## config.mk

```make
export PLATFORM = sky130hd
export DESIGN_NAME = systolic_output_collector
export DESIGN_NICKNAME = d
export VERILOG_FILES = /design/src/rtl/systolic_output_collector.sv
export SDC_FILE = /design/constraint.sdc
export NUM_CORES = 1
export LEC_CHECK = 0
export ABC_AREA = 1
export CORE_MARGIN = 3
export CORE_UTILIZATION = 50
export CTS_CLUSTER_SIZE = 20
export DETAILED_ROUTE_END_ITERATION = 7
export PLACE_DENSITY = 0.86
export SLEW_MARGIN = 20
export SYNTH_ARGS = -nofsm -noshare
export SYNTH_HDL_FRONTEND = slang
export SYNTH_SLANG_ARGS = --single-unit
```

## constraint.sdc

```tcl
create_clock -name clk -period 5.2 [get_ports clk]
set_clock_uncertainty 0.2 [all_clocks]
set_input_delay 0.52 -clock clk [delete_from_list [all_inputs] [get_ports clk]]
set_output_delay 0.52 -clock clk [all_outputs]
set_load 0.02 [all_outputs]
```

## src/rtl/systolic_output_collector.sv

```systemverilog
// systolic_output_collector
//   Gathers the result words draining from the bottom of the systolic array
//   and assembles them into a ROWS x COLS output matrix. For columns that BISR
//   has flagged faulty, the weight-proxy path supplies the results instead.
//
//   state   | meaning
//   --------+--------------------------------------------------------------
//   IDLE    | after reset; valids ignored, waiting for start
//   COLLECT | capturing words per column until every column holds ROWS
//   DONE    | matrix complete and held; valids ignored until next start
//
// Ports
//   clk                  clock, rising edge
//   rst                  asynchronous active-low reset
//   start                one-cycle pulse, clears capture state, enters COLLECT
//   faulty_col_mask      per column: 1 = take results from the proxy path
//   bottom_out_bus       array column outputs, column c at [c*WORD_SIZE +: WORD_SIZE]
//   output_col_valid     per-column qualifier for bottom_out_bus
//   proxy_output_bus     proxy results, same packing as bottom_out_bus
//   proxy_out_valid_bus  per-column qualifier for proxy_output_bus
//   output_matrix        entry (r,c) at [(r*COLS+c)*WORD_SIZE +: WORD_SIZE]
//   matmul_in_progress   high in COLLECT
//   matmul_output_done   high in DONE
//   overflow_err         sticky; selected valid seen on an already-full column
module systolic_output_collector #(
  parameter int ROWS      = 4,
  parameter int COLS      = 4,
  parameter int WORD_SIZE = 16
) (
  input  logic                           clk,
  input  logic                           rst,
  input  logic                           start,
  input  logic [COLS-1:0]                faulty_col_mask,
  input  logic [COLS*WORD_SIZE-1:0]      bottom_out_bus,
  input  logic [COLS-1:0]                output_col_valid,
  input  logic [COLS*WORD_SIZE-1:0]      proxy_output_bus,
  input  logic [COLS-1:0]                proxy_out_valid_bus,
  output logic [ROWS*COLS*WORD_SIZE-1:0] output_matrix,
  output logic                           matmul_in_progress,
  output logic                           matmul_output_done,
  output logic                           overflow_err
);

  localparam int CW = $clog2(ROWS + 1);
  localparam logic [CW-1:0] FULL = CW'(ROWS);

  typedef enum logic [1:0] {IDLE, COLLECT, DONE} state_t;

  state_t                         state_q, state_d;
  logic [CW-1:0]                  cnt_q [COLS];
  logic [CW-1:0]                  cnt_d [COLS];
  logic [ROWS*COLS*WORD_SIZE-1:0] mat_q, mat_d;
  logic                           ovf_q, ovf_d;

  logic [COLS-1:0]                sel_valid;
  logic [WORD_SIZE-1:0]           sel_data [COLS];
  logic                           all_full;

  // Per-column source mux; the non-selected source is ignored entirely.
  always_comb begin
    for (int c = 0; c < COLS; c++) begin
      sel_valid[c] = faulty_col_mask[c] ? proxy_out_valid_bus[c] : output_col_valid[c];
      sel_data[c]  = faulty_col_mask[c] ? proxy_output_bus[c*WORD_SIZE +: WORD_SIZE]
                                        : bottom_out_bus[c*WORD_SIZE +: WORD_SIZE];
    end
  end

  always_comb begin
    state_d  = state_q;
    mat_d    = mat_q;
    ovf_d    = ovf_q;
    all_full = 1'b0;
    for (int c = 0; c < COLS; c++) cnt_d[c] = cnt_q[c];

    if (start) begin
      // start wins in every state; valids in this cycle are dropped.
      state_d = COLLECT;
      mat_d   = '0;
      ovf_d   = 1'b0;
      for (int c = 0; c < COLS; c++) cnt_d[c] = '0;
    end else if (state_q == COLLECT) begin
      for (int c = 0; c < COLS; c++) begin
        if (sel_valid[c]) begin
          if (cnt_q[c] < FULL) begin
            for (int r = 0; r < ROWS; r++) begin
              if (cnt_q[c] == CW'(r)) mat_d[(r*COLS+c)*WORD_SIZE +: WORD_SIZE] = sel_data[c];
            end
            cnt_d[c] = cnt_q[c] + 1'b1;
          end else begin
            ovf_d = 1'b1;
          end
        end
      end
      // Look at next-state counters so the finishing edge itself enters DONE.
      all_full = 1'b1;
      for (int c = 0; c < COLS; c++) begin
        if (cnt_d[c] != FULL) all_full = 1'b0;
      end
      if (all_full) state_d = DONE;
    end
  end

  always_ff @(posedge clk or negedge rst) begin
    if (!rst) begin
      state_q <= IDLE;
      mat_q   <= '0;
      ovf_q   <= 1'b0;
      for (int c = 0; c < COLS; c++) cnt_q[c] <= '0;
    end else begin
      state_q <= state_d;
      mat_q   <= mat_d;
      ovf_q   <= ovf_d;
      for (int c = 0; c < COLS; c++) cnt_q[c] <= cnt_d[c];
    end
  end

  assign output_matrix      = mat_q;
  assign matmul_in_progress = (state_q == COLLECT);
  assign matmul_output_done = (state_q == DONE);
  assign overflow_err       = ovf_q;

endmodule

```

==> run summary, run 1 <==
Status -> complete, no violations
Critical Path RT -> 5.46 ns
Share of layout cells above drive strength 1 -> 12.4%
Final Power -> 6.20 mW
Worst path max stage delay -> 0.71 ns
Syn Nets -> 1,371
Comb area -> 4830 um^2
ClkCell Share -> 6.01%
Inverters -> 43
Worst-margin pin slew -> 0.977 ns
VDD IR max -> 0.255 mV
Die Height -> 162 um
Rel. slew slack -> 34.9%
Met3 routed WL -> 3.25 mm
Remaining antenna violation count -> 0
Die Wd -> 162 um
Post-CTS Hold Buffers -> 1
Uppermost routed layer -> met4
GR met3 Demand/Resource -> 6.91%
Final setup violation count -> 0
Most frequent logic cell in the layout -> nand2_1
Yosys stat area -> 12,200 um^2
IO buf count -> 401
Min Tclk post-route -> 3.10 ns
Ys flops -> 271
Final net count -> 1,758
Detailed Route WL -> 36.4 mm
Pleak -> 8.30 nW
Synth warn -> 0
Placement Setup Slack -> 1.56 ns
WHS Endpoint -> output_matrix[37]
Fmax -> 0.323 GHz
Total number of vias -> 10,100
Worst hold stages -> 2
## run 1: critical path, delay by kind of cell
kind,cells,cell delay (ns)
and+or+nand+nor,5,1.00
buffers and inverters,3,1.83
## run 1: report_power, final
group	internal (mW)	leakage, nW	switching, mW
Clock	1.41	0.510	0.826
Combinational	0.691	4.31	0.794
Sequential	2.34	3.48	0.146
Total	4.44	8.30	1.77
## run 1: synthesized netlist by cell type (6+ instances only)
master,instances,area [um^2]
buf_2,11,55.1
buf_4,6,45.0
buf_6,13,146
clkbuf_1,11,41.3
dfrtp_1,271,6780
ha_1,16,200
inv_1,29,109
inv_2,8,30.0
mux2_1,20,225
mux2_2,68,766
mux2_4,40,601
nand2_1,430,1610
nand2_2,10,62.6
nand2_4,10,113
nand3_1,17,85.1
nor2_1,135,507
o21ai_0,76,380
o21ai_4,9,146
o22ai_1,7,43.8
## run 1: how the worst max path moves through the flow
stage | startpoint | to | slack (ns) | cells after the start
after floorplan | faulty_col_mask[1] | output_matrix[21] | 3.21 | 8
after global placement | start | output_matrix[212] | 1.64 | 7
after detailed placement | start | output_matrix[148] | 1.56 | 7
after CTS | start | output_matrix[223] | 2.10 | 8
after global routing | start | output_matrix[90] | 1.93 | 8
final | start | output_matrix[223] | 2.10 | 8
## run 1: through the flow
step,std cells,hold WS (ns),instance area [um^2]
4_1_cts,1939,0.272,17300
6_report,1939,0.268,17300
2_1_floorplan,1212,0.0244,12200
5_1_grt,1939,0.290,17300
3_3_place_gp,1887,0.253,16200
3_5_place_dp,1887,0.257,16200
## run 1: logic make-up (layout without fill, tap and decap cells)
family	count (synthesis)	after routing
compound gates	98	98
fa+ha+maj	16	16
buf+inv	90	498
flops	271	271
mux	128	128
simple gates	609	609
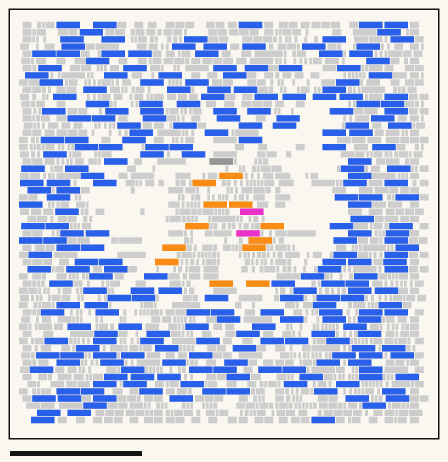
*Sequential cells coloured by netlist name, run 1*
Scale bar: 50 um. Other sequential cells in the stronger grey, the rest of the logic in the fainter grey.
legend:
  orange:
    netlist_name: `cnt_q`
    flops: 12
    where: middle
  magenta:
    netlist_name: `state_q`
    flops: 2
  blue:
    netlist_name: `output_matrix`
    flops: 256
    where: spread over the die
not coloured: 1
P_seq: 2.49 mW
Finished Core Util: 73.0%
FF+latch area: 6780 um^2
flop share of the area: 39.2%

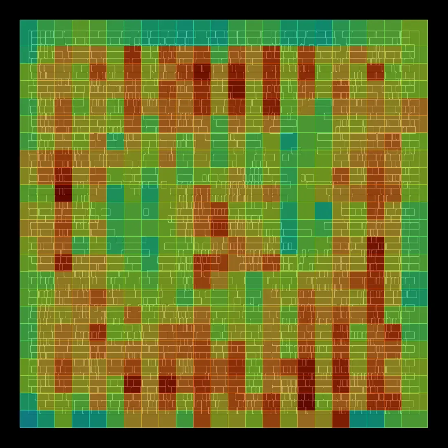
*Routing congestion, run 1*
gr usage total: 27.0%
met2 Use GR: 47.1%
met1 Usage GRT: 32.9%

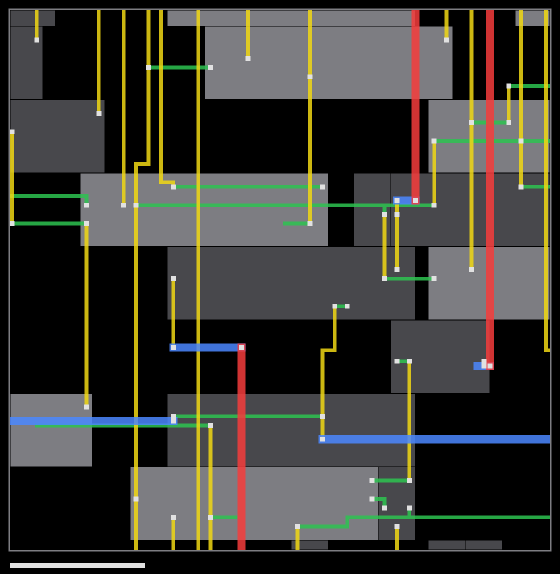
*A small window of the routed layout, run 1*
Scale bar: 5 um. Window x 71 to 91, y 103 to 123 um. Cells in grey, sequential cells in the stronger grey; small squares are vias.
legend:
  red:
    layer: metal 4
  green:
    layer: metal 1
  blue:
    layer: metal 3
  yellow:
    layer: metal 2
netlist names of flops here include: `output_matrix` (2), `overflow_err` (1)
sequential cells in the window: 3
cells with their middle in the window: 10
most frequent: clkbuf_16 (3), dfrtp_1 (3), clkdlybuf4s50_1 (2)

==> inputs of run 2 (changes only) <==
--- a/config.mk
+++ b/config.mk
@@ -7,10 +7,10 @@
 export LEC_CHECK = 0
 export ABC_AREA = 1
 export CORE_MARGIN = 3
-export CORE_UTILIZATION = 50
+export CORE_UTILIZATION = 42
 export CTS_CLUSTER_SIZE = 20
 export DETAILED_ROUTE_END_ITERATION = 7
-export PLACE_DENSITY = 0.86
+export PLACE_DENSITY = 0.77
 export SLEW_MARGIN = 20
 export SYNTH_ARGS = -nofsm -noshare
 export SYNTH_HDL_FRONTEND = slang
==> constraint.sdc (replaced) <==
create_clock -name clk -period 2.7 [get_ports clk]
set_clock_uncertainty 0.2 [all_clocks]
set_input_delay 0.27 -clock clk [delete_from_list [all_inputs] [get_ports clk]]
set_output_delay 0.27 -clock clk [all_outputs]
set_load 0.02 [all_outputs]
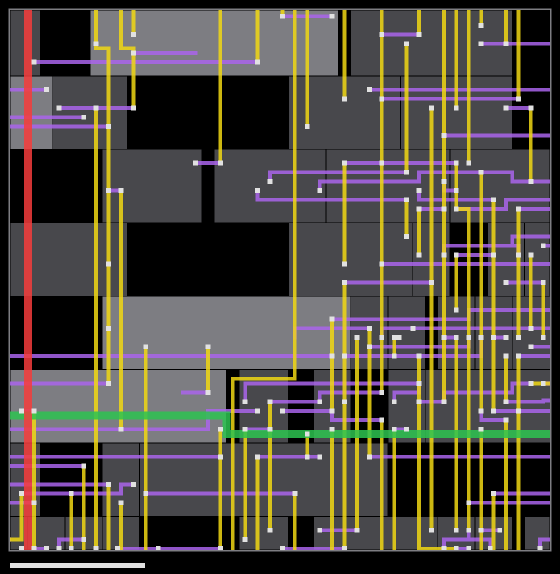
*A small window of the routed layout, run 2*
Scale bar: 5 um. Window x 78 to 98, y 113 to 133 um. Cells in grey, sequential cells in the stronger grey; small squares are vias.
legend:
  yellow:
    layer: metal 2
  red:
    layer: metal 4
  green:
    layer: metal 3
  purple:
    layer: metal 1
netlist names of flops here include: `cnt_q` (2), `output_matrix` (1)
most frequent: nand2_1 (9)
sequential cells in the window: 3
cells with their middle in the window: 25

==> run 2 against run 1 <==
  * Synthesized cell count did not move
  * Area after synthesis did not move
  * Combinational power rose by 97%
  * Total power rose by 98%
  * Flip-flop count did not move
  * Hold slack got worse by 0.19 ns
  * Critical path depth fell by 4
  * Via count rose by 0.11%
  * Cell area rose by 2.8%
  * Register-to-register slack got worse by 2.3 ns
  * Highest routed layer is now met5
==> run summary, run 2 <==
Status -> complete, no violations
Final setup violation count -> 0
Die Wd -> 176 um
Total number of vias -> 10,100
Seq pwr share -> 39.0%
Comb area -> 4830 um^2
Largest type area fraction -> 55.7%
Rel. slew slack -> 59.8%
Final net count -> 1,790
Top post-synthesis cells by count -> nand2_1 (430), dfrtp_1 (271), nor2_1 (135), o21ai_0 (76), mux2_2 (68)
Synth warn -> 0
Sw frac -> 28.3%
Share of layout cells above drive strength 1 -> 14.1%
Sw power -> 3.48 mW
Min Tclk post-route -> 2.48 ns
P_seq -> 4.78 mW
Fmax -> 0.404 GHz
Final Cell Area -> 17,800 um^2
Die Height -> 176 um
Gr usage total -> 22.9%
Detailed Route WL -> 36.7 mm
ClkCell Share -> 6.26%
FF+latch area -> 6780 um^2
Ys flops -> 271
Flop share of the area -> 38.2%
IO buf count -> 401
Yosys top cell by area -> dfrtp_1
Instance area at placement -> 16,600 um^2
Pint -> 8.79 mW
Inverters -> 43
Yosys stat area -> 12,200 um^2
Remaining antenna violation count -> 0
Clock Power Share -> 37.2%
run 2: cell types whose count changed in the layout (fill, tap and decap cells not counted), moves of 2 or more:
| cell | previous run | this run |
|---|---|---|
| buf_4 | 1 | 22 |
| buf_12 | 1 | 10 |
| clkbuf_1 | 4 | 6 |
| clkbuf_16 | 29 | 31 |
| clkbuf_8 | 3 | 5 |
| clkinv_2 | 6 | 4 |
run 2: critical path, stage by stage (launching register included):
cell	delay [ns]
dfrtp_1	0.36
inv_1	0.09
nand2_2	0.15
inv_1	0.19
clkdlybuf4s50_1	0.67
run 2: layer usage:
layer	vias up	track usage [%]	wire, um
li1	4721	-	-
met1	4887	28.3	14800
met2	397	38.9	17600
met3	63	7.31	3470
met4	2	6.30	943
met5	-	0	13
run 2: worst paths after layout:
check                                      from  slack, ns                 end  depth (start not counted)
max in group asynchronous                   rst       1.40   output_matrix[94]                          3
max                                  state_q[1]       0.22  matmul_in_progress                          4
min in group clk           proxy_output_bus[36]       0.24  output_matrix[228]                          5
max reg2reg                          state_q[1]       0.64   output_matrix[25]                          7
min reg2reg                  output_matrix[155]       0.27  output_matrix[155]                          2
min                                         rst       0.08  output_matrix[182]                          2
run 2: logic make-up after synthesis:
family	count (synthesis)	share of synthesized area (%)
simple gates	609	20.0
compound gates	98	4.98
fa+ha+maj	16	1.64
flops	271	55.7
mux	128	13.1
buf+inv	90	4.69
run 2: through the flow:
| stage | cells | hold WS, ns |
|---|---|---|
| floorplan | 1212 | -0.226 |
| global placement | 1976 | 0.0499 |
| detailed placement | 1976 | 0.0542 |
| CTS | 2032 | 0.0621 |
| global route | 2032 | 0.0841 |
| finish | 2032 | 0.0768 |
run 2: what timing repair did:
item,in CTS,in global routing
hold buffers,1,0
endpoints found under the hold margin,271,0
setup buffers,0,0
Power is estimated from default activity; no workload was simulated.
